[src/rtl/mem_port_arbiter.sv]
// rtl/mem_port_arbiter.sv - IF/MEM arbiter for a single-port multi-cycle unified memory (optional round-robin: ARB_RR_EN)
module mem_port_arbiter #(
    parameter int WORD_LEN    = 32,
    parameter int MEM_LATENCY = 2
) (
    input  logic                clk,
    input  logic                rst,
    input  logic                if_req,
    input  logic [WORD_LEN-1:0] if_addr,
    output logic [WORD_LEN-1:0] if_rdata,
    output logic                if_ready,
    input  logic                mem_rd_en,
    input  logic                mem_wr_en,
    input  logic [WORD_LEN-1:0] mem_addr,
    input  logic [WORD_LEN-1:0] mem_wdata,
    output logic [WORD_LEN-1:0] mem_rdata,
    output logic                mem_ready,
    output logic                freeze,
    output logic                sram_en,
    output logic                sram_we,
    output logic [WORD_LEN-1:0] sram_addr,
    output logic [WORD_LEN-1:0] sram_wdata,
    input  logic [WORD_LEN-1:0] sram_rdata
);

    typedef enum logic [1:0] {
        S_IDLE = 2'd0,
        S_DATA = 2'd1,
        S_INST = 2'd2,
        S_RESP = 2'd3
    } state_t;

    // Counter value of the final enabled cycle of an access.
    localparam logic [3:0] LAST_CNT = 4'(MEM_LATENCY - 1);

    state_t              r_state;
    logic [3:0]          r_cnt;
    logic                r_sram_en;
    logic                r_sram_we;
    logic [WORD_LEN-1:0] r_sram_addr;
    logic [WORD_LEN-1:0] r_sram_wdata;
    logic [WORD_LEN-1:0] r_if_rdata;
    logic [WORD_LEN-1:0] r_mem_rdata;
    logic                r_if_ready;
    logic                r_mem_ready;

    state_t              w_state_nxt;
    logic [3:0]          w_cnt_nxt;
    logic                w_sram_en_nxt;
    logic                w_sram_we_nxt;
    logic [WORD_LEN-1:0] w_sram_addr_nxt;
    logic [WORD_LEN-1:0] w_sram_wdata_nxt;
    logic [WORD_LEN-1:0] w_if_rdata_nxt;
    logic [WORD_LEN-1:0] w_mem_rdata_nxt;
    logic                w_if_ready_nxt;
    logic                w_mem_ready_nxt;

    logic                w_data_req;
    logic                w_pick_data;

    assign w_data_req = mem_rd_en | mem_wr_en;

`ifdef ARB_RR_EN
    // 1 = last completed access was a data access, 0 = instruction fetch.
    logic r_last_grant;
    logic w_last_grant_nxt;

    // Data wins when alone, or when both pend and the fetch side was served last.
    assign w_pick_data = w_data_req & (~if_req | ~r_last_grant);
`else
    // Fixed priority: data always wins over instruction fetch.
    assign w_pick_data = w_data_req;
`endif

    // Stall the pipeline while any requester is waiting for its ready pulse.
    assign freeze = (if_req & ~r_if_ready) | (w_data_req & ~r_mem_ready);

    assign if_rdata   = r_if_rdata;
    assign if_ready   = r_if_ready;
    assign mem_rdata  = r_mem_rdata;
    assign mem_ready  = r_mem_ready;
    assign sram_en    = r_sram_en;
    assign sram_we    = r_sram_we;
    assign sram_addr  = r_sram_addr;
    assign sram_wdata = r_sram_wdata;

    // Next-state and next-register values; everything holds unless changed below.
    always_comb begin
        w_state_nxt      = r_state;
        w_cnt_nxt        = r_cnt;
        w_sram_en_nxt    = r_sram_en;
        w_sram_we_nxt    = r_sram_we;
        w_sram_addr_nxt  = r_sram_addr;
        w_sram_wdata_nxt = r_sram_wdata;
        w_if_rdata_nxt   = r_if_rdata;
        w_mem_rdata_nxt  = r_mem_rdata;
        w_if_ready_nxt   = 1'b0;
        w_mem_ready_nxt  = 1'b0;
`ifdef ARB_RR_EN
        w_last_grant_nxt = r_last_grant;
`endif
        case (r_state)
            S_IDLE: begin
                if (w_pick_data) begin
                    w_state_nxt      = S_DATA;
                    w_cnt_nxt        = 4'd0;
                    w_sram_en_nxt    = 1'b1;
                    w_sram_we_nxt    = mem_wr_en;
                    w_sram_addr_nxt  = mem_addr;
                    w_sram_wdata_nxt = mem_wdata;
                end else if (if_req) begin
                    w_state_nxt      = S_INST;
                    w_cnt_nxt        = 4'd0;
                    w_sram_en_nxt    = 1'b1;
                    w_sram_we_nxt    = 1'b0;
                    w_sram_addr_nxt  = if_addr;
                end
            end
            S_DATA, S_INST: begin
                if (r_cnt == LAST_CNT) begin
                    w_state_nxt   = S_RESP;
                    w_cnt_nxt     = 4'd0;
                    w_sram_en_nxt = 1'b0;
                    w_sram_we_nxt = 1'b0;
                    if (r_state == S_INST) begin
                        w_if_rdata_nxt = sram_rdata;
                        w_if_ready_nxt = 1'b1;
                    end else begin
                        // A store leaves the load data register untouched.
                        if (!r_sram_we) begin
                            w_mem_rdata_nxt = sram_rdata;
                        end
                        w_mem_ready_nxt = 1'b1;
                    end
`ifdef ARB_RR_EN
                    w_last_grant_nxt = (r_state == S_DATA);
`endif
                end else begin
                    w_cnt_nxt = r_cnt + 4'd1;
                end
            end
            S_RESP: begin
                // Requesters still hold the finished request here, so it is ignored.
                w_state_nxt = S_IDLE;
            end
            default: begin
                w_state_nxt = S_IDLE;
            end
        endcase
    end

    // State and datapath registers; reset aborts any access in flight.
    always_ff @(posedge clk) begin
        if (rst) begin
            r_state      <= S_IDLE;
            r_cnt        <= 4'd0;
            r_sram_en    <= 1'b0;
            r_sram_we    <= 1'b0;
            r_sram_addr  <= '0;
            r_sram_wdata <= '0;
            r_if_rdata   <= '0;
            r_mem_rdata  <= '0;
            r_if_ready   <= 1'b0;
            r_mem_ready  <= 1'b0;
        end else begin
            r_state      <= w_state_nxt;
            r_cnt        <= w_cnt_nxt;
            r_sram_en    <= w_sram_en_nxt;
            r_sram_we    <= w_sram_we_nxt;
            r_sram_addr  <= w_sram_addr_nxt;
            r_sram_wdata <= w_sram_wdata_nxt;
            r_if_rdata   <= w_if_rdata_nxt;
            r_mem_rdata  <= w_mem_rdata_nxt;
            r_if_ready   <= w_if_ready_nxt;
            r_mem_ready  <= w_mem_ready_nxt;
        end
    end

`ifdef ARB_RR_EN
    // Remember who was served last; reset favours the fetch side as last served.
    always_ff @(posedge clk) begin
        if (rst) begin
            r_last_grant <= 1'b0;
        end else begin
            r_last_grant <= w_last_grant_nxt;
        end
    end
`endif

endmodule

[config.mk]
export PLATFORM = sky130hd
export DESIGN_NAME = mem_port_arbiter
export DESIGN_NICKNAME = d
export VERILOG_FILES = /design/src/rtl/mem_port_arbiter.sv
export SDC_FILE = /design/constraint.sdc
export NUM_CORES = 1
export LEC_CHECK = 0
export CORE_UTILIZATION = 30
export DETAILED_ROUTE_END_ITERATION = 10
export PLACE_DENSITY = 0.66
export SYNTH_ARGS = -nofsm -noshare
export SYNTH_HDL_FRONTEND = slang
export SYNTH_SLANG_ARGS = --single-unit
export TNS_END_PERCENT = 30
[constraint.sdc]
create_clock -name clk -period 2.9 [get_ports clk]
set_input_delay 0.58 -clock clk [delete_from_list [all_inputs] [get_ports clk]]
set_output_delay 0.58 -clock clk [all_outputs]
set_load 0.02 [all_outputs]
**Congestion heat map**

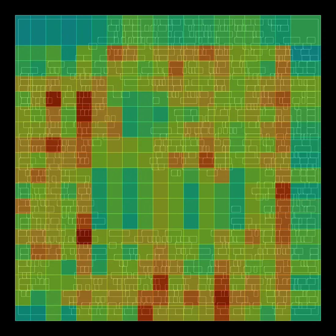
global routing met2 resource utilization: 30.9%
met1 track demand over resource in global routing: 24.2%
Final Util: 49.8%

**Sizing map**

Scale: 3 px per µm.
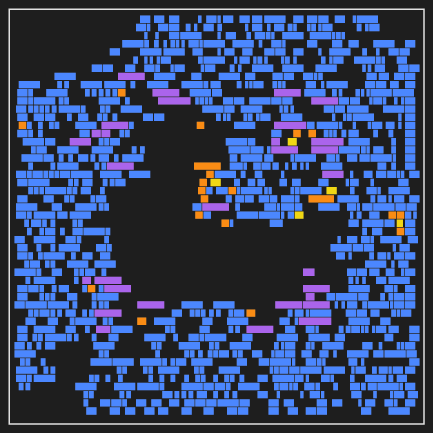
- orange: drive 3 to 4 (cells 20; most used buf_4)
- purple: drive 6 and up (cells 30; most used clkbuf_16)
- yellow: drive 2 (cells 5)
- blue: drive 1 or less (cells 869; most used clkdlybuf4s50_1)

==> results.rst <==
Synthesis and place-and-route
=============================

.. list-table::
   :header-rows: 1

   * - Metric
     - Value
   * - Outcome
     - completed
   * - Leakage
     - 3.11 nW
   * - Crit. path cell count
     - 4
   * - Via Count
     - 5,777
   * - Crit share post-route
     - 88.7%
   * - Area overhead of the layout relative to synthesis
     - 62.2%
   * - Number of global-route vias before repair
     - 5,381
   * - Startpoint of the tightest hold check path
     - sram_wdata[31]
   * - Resize count post-CTS
     - 0
   * - Global-route usage over all layers
     - 19.3%
   * - Worst hold stages
     - 2
   * - Post-Syn Area per Cell
     - 8.14 µm²
   * - Syn. warnings
     - 0
   * - Syn Nets
     - 817
   * - Maximum capacitance violations
     - 0
   * - I/O pin count
     - 266
   * - Hold EP
     - sram_wdata[31]
   * - Power consumption
     - 7.67 mW
   * - Last weighted congestion value of the routability-driven placer
     - 0.755
   * - Placed wire-length estimate after detailed placement
     - 12.3 mm
   * - Number of warnings in the stage logs
     - 29
   * - Yosys Chip Area
     - 5530 µm²
   * - Width of the chip
     - 138 µm
   * - Clock latency reported for the late side of the worst-skew pair
     - 0.42 ns
   * - Antenna-violating nets left
     - 0
   * - Port Buffer Count
     - 265
   * - Worst Path Arrival
     - 1.99 ns
   * - Crit path cell chain
     - clkdlybuf4s50_1 > inv_1 > o22ai_1 > clkdlybuf4s50_1
   * - Initial antenna violation count
     - 0
   * - Share of final-layout standard cells stronger than drive strength 1
     - 5.95%
   * - Power density normalized to cell area
     - 856 nW/µm²
   * - Detail-routed net length per standard cell
     - 16.6 µm
   * - Most used DFF post-synth
     - sky130_fd_sc_hd__dfxtp_1
   * - Number of diodes added for antenna fixing
     - 0
   * - Crit path max-delay family
     - buffers and inverters
   * - Clock transition at path regs
     - 0.06 ns
   * - Wire length of the first global-routing pass
     - 28.4 mm
   * - Crit Path Max Fanout
     - 3
   * - Sequential area share after synthesis
     - 50.0%
   * - Floorplan-stage core utilization
     - 30.7%
   * - CTS HTree Levels
     - 4
   * - Chip Footprint
     - 19,000 µm²
   * - Total count of hold-check failures in the final report
     - 0
   * - Number of enable-type register cells in the synthesized netlist
     - 0
   * - Total of endpoints with negative setup slack in the final report
     - 0
   * - Unique cell type count in the Yosys netlist
     - 39
   * - Number of setup buffers added after CTS
     - 0
   * - Reg-to-reg startpoint
     - r_state[0]
   * - Residual DRC count
     - 0
   * - Routed vias/inst
     - 5.01
   * - Fmax
     - 389 MHz
   * - Setup slack of the worst register-to-register path
     - 0.83 ns
   * - Register-to-Register Path Depth
     - 6
   * - Hold Crit Class
     - register to register
   * - Ys cells
     - 679
   * - Top cells by area
     - sky130_fd_sc_hd__dfxtp_1, sky130_fd_sc_hd__a21oi_1, sky130_fd_sc_hd__o21ai_0, sky130_fd_sc_hd__nand2_1, sky130_fd_sc_hd__nand3_1
   * - Cell type with the largest total area after synthesis
     - sky130_fd_sc_hd__dfxtp_1
   * - Worst setup EP type
     - output port
   * - Largest net degree at the start of global routing
     - 74
   * - Fraction of post-synthesis cell area in the top cell type by area
     - 50.0%
   * - Worst Path Required
     - 2.32 ns
   * - Number of DRC violations after detailed-routing iteration 0
     - 303
   * - Synthesized instance count
     - 679
   * - Slowest cell delay on critical path
     - 0.62 ns
   * - Floorplan die height
     - 138 µm
   * - Leading cell type by number of instances after synthesis
     - sky130_fd_sc_hd__dfxtp_1
   * - CP max stage cell
     - sky130_fd_sc_hd__clkdlybuf4s50_1
   * - CTS buffer count
     - 17
   * - Unrepaired setup endpoints after global routing
     - false
   * - Total length of routed wires
     - 19.1 mm
   * - Total count of max-transition violations in the final report
     - 0
   * - Overall overflow remaining after global route
     - 0
   * - Synthesized cell area
     - 5530 µm²
   * - # nets final
     - 1,049
   * - Peak supply drop
     - 466 µV
   * - CP Class
     - primary input to output port
   * - Worst-Margin Slew
     - 1.03 ns
   * - Minimum period implied by the final worst setup slack
     - 2.57 ns
**M1 wires**

Scale: 3 px per µm.
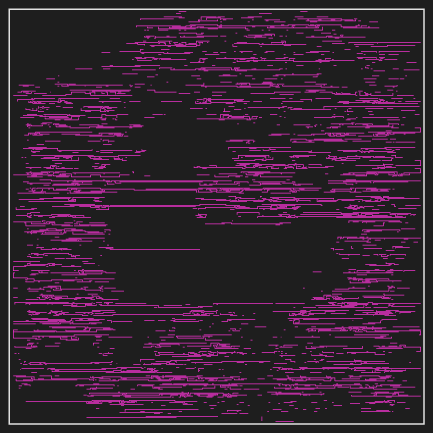
- wire length on this layer: 8,440 µm
- longest straight run: 40.0 µm
- main direction: horizontal

**Placed cells, one color a class**

Scale: 3 px per µm.
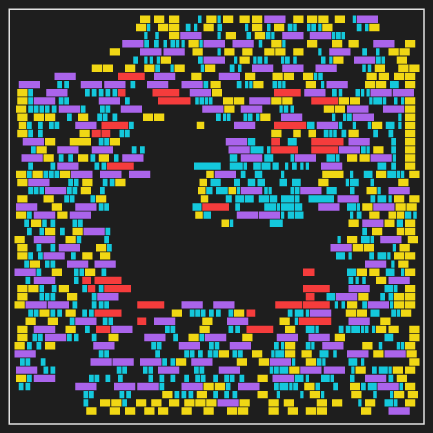
- cyan: all other logic (cells 474)
- red: clock drivers and dummy loads (cells 32)
- purple: flops (cells 138)
- yellow: other buffers and delay cells (cells 280)
final design area excluding fillers: 8970 µm²
proportion of cell area occupied by registers: 30.8%
core area: 18,000 µm²
number of placement rows: 49

[layout make-up]
| cell class | instances | area, µm² |
|---|---|---|
| clock inverter | 14 | 208 |
| sequential | 138 | 2760 |
| inverter | 8 | 30.0 |
| tap | 229 | 287 |
| timing repair buffer | 280 | 2790 |
| clock buffer | 18 | 439 |
| fill | 1740 | 9060 |
| multi-input combinational | 466 | 2450 |
[cell usage in the layout, fill, tap and decap left out, types with 2 or more instances in the layout]
master                            instances
sky130_fd_sc_hd__a211oi_1                 2
sky130_fd_sc_hd__a21oi_1                 97
sky130_fd_sc_hd__a311oi_1                32
sky130_fd_sc_hd__buf_12                   2
sky130_fd_sc_hd__buf_4                   14
sky130_fd_sc_hd__bufinv_16                4
sky130_fd_sc_hd__clkbuf_16               17
sky130_fd_sc_hd__clkdlybuf4s50_1        264
sky130_fd_sc_hd__clkinv_4                 2
sky130_fd_sc_hd__clkinvlp_4               2
sky130_fd_sc_hd__dfxtp_1                138
sky130_fd_sc_hd__ha_1                     5
sky130_fd_sc_hd__inv_1                    8
sky130_fd_sc_hd__inv_6                    5
sky130_fd_sc_hd__nand2_1                100
sky130_fd_sc_hd__nand3_1                 65
sky130_fd_sc_hd__nand3b_1                 2
sky130_fd_sc_hd__nor2_1                  35
sky130_fd_sc_hd__o211ai_1                 3
sky130_fd_sc_hd__o21ai_0                 94
sky130_fd_sc_hd__o21ai_1                  4
sky130_fd_sc_hd__o31ai_1                  2
sky130_fd_sc_hd__or3_1                    2
[where the power goes]
group	leakage (nW)	switching, mW	internal [mW]
logic	1.68	1.68	1.18
registers	1.13	0.176	2.25
clock network	0.310	0.897	1.49
total	3.11	2.76	4.92
[worst max path at each step]
stage                     slack, ns     end
after floorplan                0.95  freeze
after global placement         0.33  freeze
after detailed placement       0.33  freeze
after CTS                      0.33  freeze
after global routing           0.20  freeze
final                          0.33  freeze
[tightest hold or removal path, stage by stage, from the launching register on]
cell	delay, ns
sky130_fd_sc_hd__dfxtp_1	0.30
sky130_fd_sc_hd__nand2_1	0.05
sky130_fd_sc_hd__a21oi_1	0.05
[kinds of logic after synthesis]
group                      after synthesis  share of synthesized area [%]
AOI/OAI and AO/OA                      242                           24.8
adders and majority gates                5                           1.13
buffers and inverters                   75                           6.13
DFF                                    138                           50.0
muxes                                    2                          0.385
and+or+nand+nor                        217                           17.6
[layer usage]
metal,global-route usage [%],routed length (µm)
met1,24.2,8440
met5,0,0
met4,5.13,163
met3,7.28,1850
met2,30.9,8650
[per-stage QoR]
stage | hold WS (ns) | setup WS [ns] | std cells | cell area [µm²]
floorplan | 0.438 | 0.947 | 679 | 5530
global placement | 0.441 | 0.329 | 1121 | 8320
detailed placement | 0.448 | 0.328 | 1121 | 8320
CTS | 0.457 | 0.327 | 1153 | 8970
global route | 0.474 | 0.205 | 1153 | 8970
finish | 0.453 | 0.327 | 1153 | 8970
[state kept, by name (all words and copies together) (netlist names)]
signal / flops
sram_en: 1
r_state: 2
if_rdata: 32
if_ready: 1
r_cnt: 4
mem_ready: 1
sram_we: 1
sram_addr: 32
mem_rdata: 32
sram_wdata: 32
Power figures rest on the tool's default switching activity, not on a simulated workload.
